Fig. 1: run 1, routing congestion
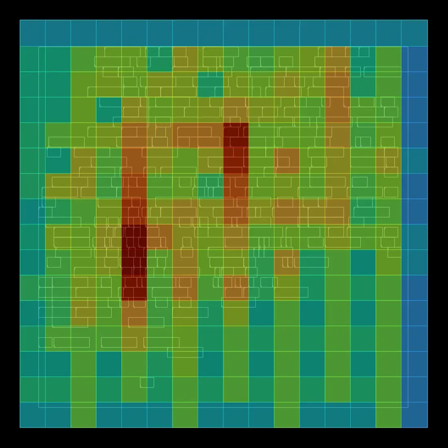
Fig. 2: run 1, signal wires on met2
The bar under the picture is 20 um long.
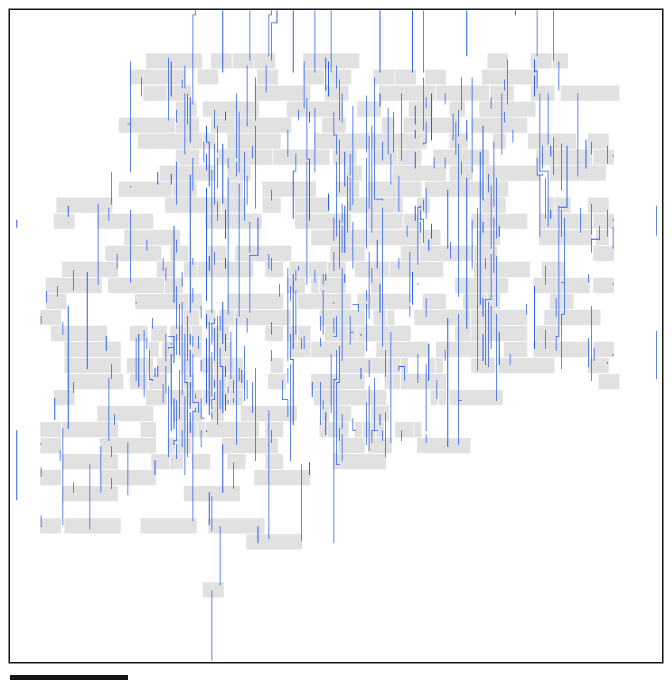
Fig. 3: run 1, metal 3
The bar under the picture is 20 um long.
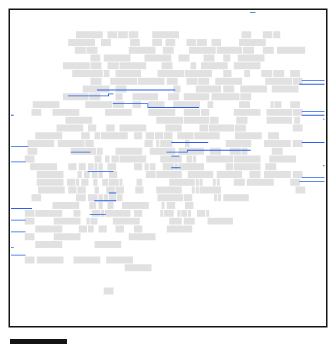
**config.mk**
```make
export PLATFORM = sky130hd
export DESIGN_NAME = seg7_scan_decoder
export DESIGN_NICKNAME = d
export VERILOG_FILES = /design/src/rtl/seg7_scan_decoder.sv
export SDC_FILE = /design/constraint.sdc
export NUM_CORES = 1
export LEC_CHECK = 0
export CAP_MARGIN = 20
export CORE_MARGIN = 5
export CORE_UTILIZATION = 33
export CTS_BUF_LIST = sky130_fd_sc_hd__clkbuf_16
export CTS_CLUSTER_SIZE = 10
export DETAILED_ROUTE_END_ITERATION = 8
export SYNTH_ARGS = -nofsm -noshare
export SYNTH_HDL_FRONTEND = slang
export SYNTH_SLANG_ARGS = --single-unit
```
**constraint.sdc**
```tcl
create_clock -name clk -period 6 [get_ports clk]
set_input_delay 1.2 -clock clk [delete_from_list [all_inputs] [get_ports clk]]
set_output_delay 1.2 -clock clk [all_outputs]
set_load 0.01 [all_outputs]
```
**src/rtl/seg7_scan_decoder.sv**
```systemverilog
// seg7_scan_decoder: snoops a scanned active-low 7-segment bus,
// recovers each digit and publishes whole frames over valid/ready.
module seg7_scan_decoder #(
  parameter int NUM_DIGITS    = 4,
  parameter int STABLE_CYCLES = 16
) (
  input  logic                    clk,
  input  logic                    rst_n,
  input  logic [6:0]              seg_in,
  input  logic [NUM_DIGITS-1:0]   an_in,
  input  logic                    frame_ready,
  output logic [4*NUM_DIGITS-1:0] frame_data,
  output logic                    frame_valid,
  output logic                    frame_err,
  output logic                    overrun
);

  localparam int SW = NUM_DIGITS + 7;

  typedef enum logic [1:0] {
    IDLE,
    SETTLE,
    CAPTURED
  } state_t;

  logic [SW-1:0]                sync_q;
  logic [SW-1:0]                samp_q;
  logic [SW-1:0]                prev_q;
  logic [7:0]                   cnt_q;
  state_t                       state_q;
  logic [NUM_DIGITS-1:0][3:0]   shadow_q;
  logic [NUM_DIGITS-1:0]        seen_q;

  logic [NUM_DIGITS-1:0]        an_act;
  logic [6:0]                   seg_s;
  logic                         changed;
  logic                         onehot;
  logic                         stable;
  logic                         capture;
  logic                         complete;
  logic                         has_f;
  logic [3:0]                   dec_nib;

  function automatic logic [3:0] dec7(input logic [6:0] s);
    logic [3:0] r;
    case (s)
      7'h40:   r = 4'h0;
      7'h79:   r = 4'h1;
      7'h24:   r = 4'h2;
      7'h30:   r = 4'h3;
      7'h19:   r = 4'h4;
      7'h12:   r = 4'h5;
      7'h02:   r = 4'h6;
      7'h78:   r = 4'h7;
      7'h00:   r = 4'h8;
      7'h18:   r = 4'h9;
      7'h7E:   r = 4'hE;
      default: r = 4'hF;
    endcase
    return r;
  endfunction

  // Classify the synchronized sample and derive capture/complete strobes
  always_comb begin
    an_act   = ~samp_q[SW-1:7];
    seg_s    = samp_q[6:0];
    changed  = (samp_q != prev_q);
    onehot   = (an_act != '0) &&
               ((an_act & (an_act - 1'b1)) == '0);
    stable   = !changed &&
               (cnt_q == 8'(STABLE_CYCLES - 1));
    capture  = (state_q == SETTLE) && onehot && stable;
    complete = &seen_q;
    dec_nib  = dec7(seg_s);
    has_f    = 1'b0;
    for (int i = 0; i < NUM_DIGITS; i++) begin
      if (shadow_q[i] == 4'hF) has_f = 1'b1;
    end
  end

  // Two-flop synchronizer, change history and saturating stability count
  always_ff @(posedge clk or negedge rst_n) begin
    if (!rst_n) begin
      sync_q <= '1;
      samp_q <= '1;
      prev_q <= '1;
      cnt_q  <= '0;
    end else begin
      sync_q <= {an_in, seg_in};
      samp_q <= sync_q;
      prev_q <= samp_q;
      if (changed) begin
        cnt_q <= '0;
      end else if (cnt_q < 8'(STABLE_CYCLES)) begin
        cnt_q <= cnt_q + 8'd1;
      end
    end
  end

  // Per-digit capture FSM, shadow frame and frame handoff
  always_ff @(posedge clk or negedge rst_n) begin
    if (!rst_n) begin
      state_q     <= IDLE;
      shadow_q    <= '1;
      seen_q      <= '0;
      frame_data  <= '1;
      frame_valid <= 1'b0;
      frame_err   <= 1'b0;
      overrun     <= 1'b0;
    end else begin
      unique case (state_q)
        IDLE: begin
          if (onehot) state_q <= SETTLE;
        end
        SETTLE: begin
          if (!onehot) begin
            state_q <= IDLE;
          end else if (stable) begin
            state_q <= CAPTURED;
          end
        end
        CAPTURED: begin
          if (changed) state_q <= onehot ? SETTLE : IDLE;
        end
        default: state_q <= IDLE;
      endcase

      if (capture) begin
        for (int i = 0; i < NUM_DIGITS; i++) begin
          if (an_act[i]) shadow_q[i] <= dec_nib;
        end
      end

      seen_q <= (complete ? '0 : seen_q) |
                (capture ? an_act : '0);

      if (complete) begin
        frame_data  <= shadow_q;
        frame_err   <= has_f;
        frame_valid <= 1'b1;
        if (frame_valid && !frame_ready) overrun <= 1'b1;
      end else if (frame_valid && frame_ready) begin
        frame_valid <= 1'b0;
      end
    end
  end

endmodule
```
==> Slide: Implementation Results, run 1 <==
Run Summary

Hold path
  – Hold Startpoint: sync_q[2]$_DFF_PN1_
  – Worst hold-check path type: reg2reg

Final layout
  – Sequential standard cell area: 2130 sq um
  – Regs by FF count: frame_data x16, shadow_q x16
  – Seq area share: 51.5%
  – Top class by area: flip-flops and latches
  – Number of fill cells in the layout: 945
  – Layout area overhead: 24.0%

Setup path
  – Crit-path leading delay family: flip-flops
  – CP arrival: 1400 ps
  – R2r startpoint: samp_q[2]$_DFF_PN1_
  – CP Cell Sequence: clkdlybuf4s50_1

Synthesis
  – Async SR Flop Fraction: 100%
  – Netlist area before placement: 3340 sq um
  – Seq/Total Area, Yosys: 63.8%
  – Top cells by count, synth: 65 x dfstp_2, 32 x mux2_2, 17 x dfrtp_1
  – Synthesis warning total: 0
  – Number of cells produced by synthesis: 231
  – Syn avg cell area: 14.5 sq um

CTS
  – CTS sink count: 82
  – CTS tree: yes
  – H-Tree Depth: 3

Floorplan
  – Tapcells: 133
  – Core area: 9820 sq um
  – Die height: 111 um

Placement
  – GP Congestion: 0.782
  – Area post-placement: 3810 sq um

Power and ir drop
  – Sequential power: 0.000591 W
  – Combinational share of power: 3.6%

Status
  – Status: finished clean

Global route
  – Met1 Resource Use GR: 13.0%
  – Largest net degree at the start of global routing: 83
  – Global route hottest layer: met2

Final timing
  – Least-Margin Pin Slew: 695 ps
  – Clock skew: 5.60 ps

Run
  – Max Cap Viol: 0
Back to the opening pictures, Fig. 1:
GR Layer Usage met3: 3.11%
DR WL/cell: 13.9 um

Back to the opening pictures, Fig. 2:
nets with wire on the layer: 249
longest straight run: 27.7 um
wire length on this layer: 2,660 um
share of all routed wire: 47%
main direction: vertical
final wirelength: 5620 um
vias after detailed routing: 1,893

Back to the opening pictures, Fig. 3:
share of all routed wire: 4.3%
main direction: horizontal
wire length on this layer: 244 um
nets with wire on the layer: 23
longest straight run: 27.1 um

==> run 1: how the worst max path moves through the flow <==
| stage | startpoint | to | slack, ps |
|---|---|---|---|
| floorplan | samp_q[5]$_DFF_PN1_ | shadow_q[0]$_DFFE_PN1P_ | 3940 |
| global placement | samp_q[2]$_DFF_PN1_ | shadow_q[14]$_DFFE_PN1P_ | 3420 |
| detailed placement | samp_q[2]$_DFF_PN1_ | shadow_q[2]$_DFFE_PN1P_ | 3390 |
| CTS | frame_data[9]$_DFFE_PN1P_ | frame_data[9] | 3380 |
| global route | samp_q[2]$_DFF_PN1_ | shadow_q[2]$_DFFE_PN1P_ | 3220 |
| finish | frame_data[9]$_DFFE_PN1P_ | frame_data[9] | 3400 |
Fig. 4: run 1, met1 routing
The bar under the picture is 20 um long.
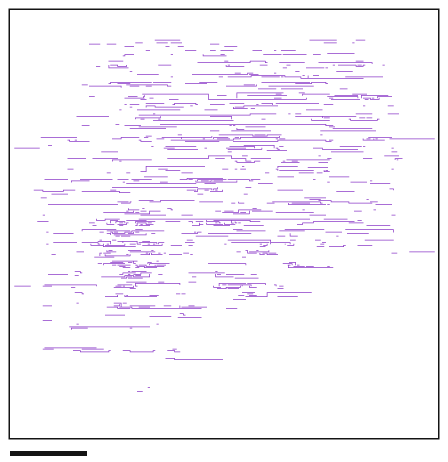

--- run 2 (diff from run 1) ---
==> constraint.sdc (replaced) <==
create_clock -name clk -period 2.31 [get_ports clk]
set_input_delay 0.462 -clock clk [delete_from_list [all_inputs] [get_ports clk]]
set_output_delay 0.462 -clock clk [all_outputs]
set_load 0.01 [all_outputs]
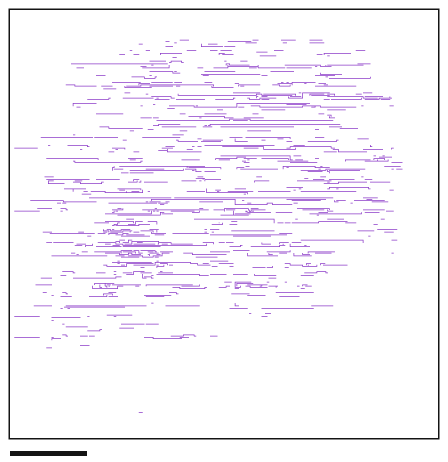
Fig. 5. Met1 routing (run 2).
The bar under the picture is 20 um long.
wire length on this layer: 2,850 um
longest straight run: 40.9 um
share of all routed wire: 49%
main direction: horizontal
vias after detailed routing: 1,926
met1 Resource Use GR: 13.9%
final wirelength: 5840 um

==> Slide: Implementation Results, run 2 <==
Run Summary

Final timing
  – Least-Margin Pin Slew: 617 ps

Setup path
  – Critical path capture point: shadow_q[14]$_DFFE_PN1P_
  – Worst setup startpoint: samp_q[8]$_DFF_PN1_
  – CP Cell Sequence: xor2_1 > nor4_2 > buf_4 > nand3_2 > buf_4 > nor3_4 > mux2_2
  – R2r startpoint: samp_q[8]$_DFF_PN1_
  – Crit-path leading delay family: flip-flops
  – CP arrival: 2380 ps

Synthesis
  – Syn avg cell area: 14.5 sq um
  – Netlist area before placement: 3340 sq um
  – Seq/Total Area, Yosys: 63.8%
  – Number of cells produced by synthesis: 231

Final layout
  – Number of fill cells in the layout: 955
  – Regs by FF count: frame_data x16, shadow_q x16

Power and ir drop
  – Sequential power: 0.00152 W
  – Combinational share of power: 4.2%

Run
  – Max Cap Viol: 0

Floorplan
  – Die height: 111 um

CTS
  – H-Tree Depth: 3
  – CTS tree: yes
  – CTS sink count: 82

Placement
  – GP Congestion: 0.780

Status
  – Status: finished clean

Hold path
  – Worst hold-check path type: in2async
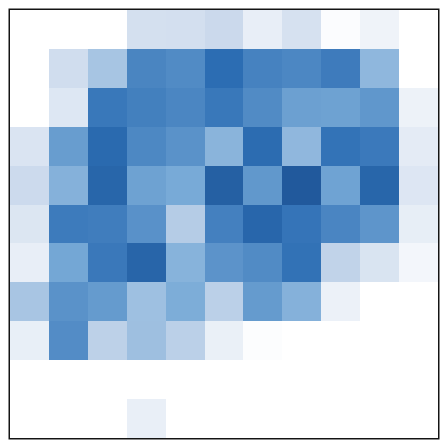
Fig. 6. Cell density map (run 2).
11 x 11 tiles, from white (low) to dark blue (high), 0 to 100% covered.
emptiest ninth of the die: lower right
mean over tiles: 33%
densest ninth of the die: centre
tiles over 75% full: 7.4%
nearly empty tiles: 30%
Final Util: 43.0%
Core Util at FP: 34.0%
core area: 9820 sq um

-- run 2: kinds of logic after synthesis --
logic type,after synthesis
flip-flops,82
AND/OR/NAND/NOR,57
adder cells (fa/ha/maj),1
AND-OR/OR-AND,25
multiplexers,33
XOR/XNOR,19
buffers and inverters,14
-- run 2: layout make-up --
class	count	area (sq um)	area share (%)
clock buffers	9	225	5.33
clock inverters	7	93.8	2.22
inverters	4	15.0	0.356
multi-input cells	135	1150	27.3
flip-flops and latches	82	2130	50.5
well taps	133	166	3.94
repair buffers	46	435	10.3
-- run 2: layer usage --
metal  wire length (um)  share of wire [%]  GRT usage (%)  vias to the layer above
li1                   -                  -              -                      913
met1               2850                 49           13.9                      976
met2               2690                 46           15.6                       30
met3                207                3.5           3.82                        7
met4                 95                1.6           3.45                        0
met5                  0                  0              0                        -
Power figures rest on the tool's default switching activity, not on a simulated workload.
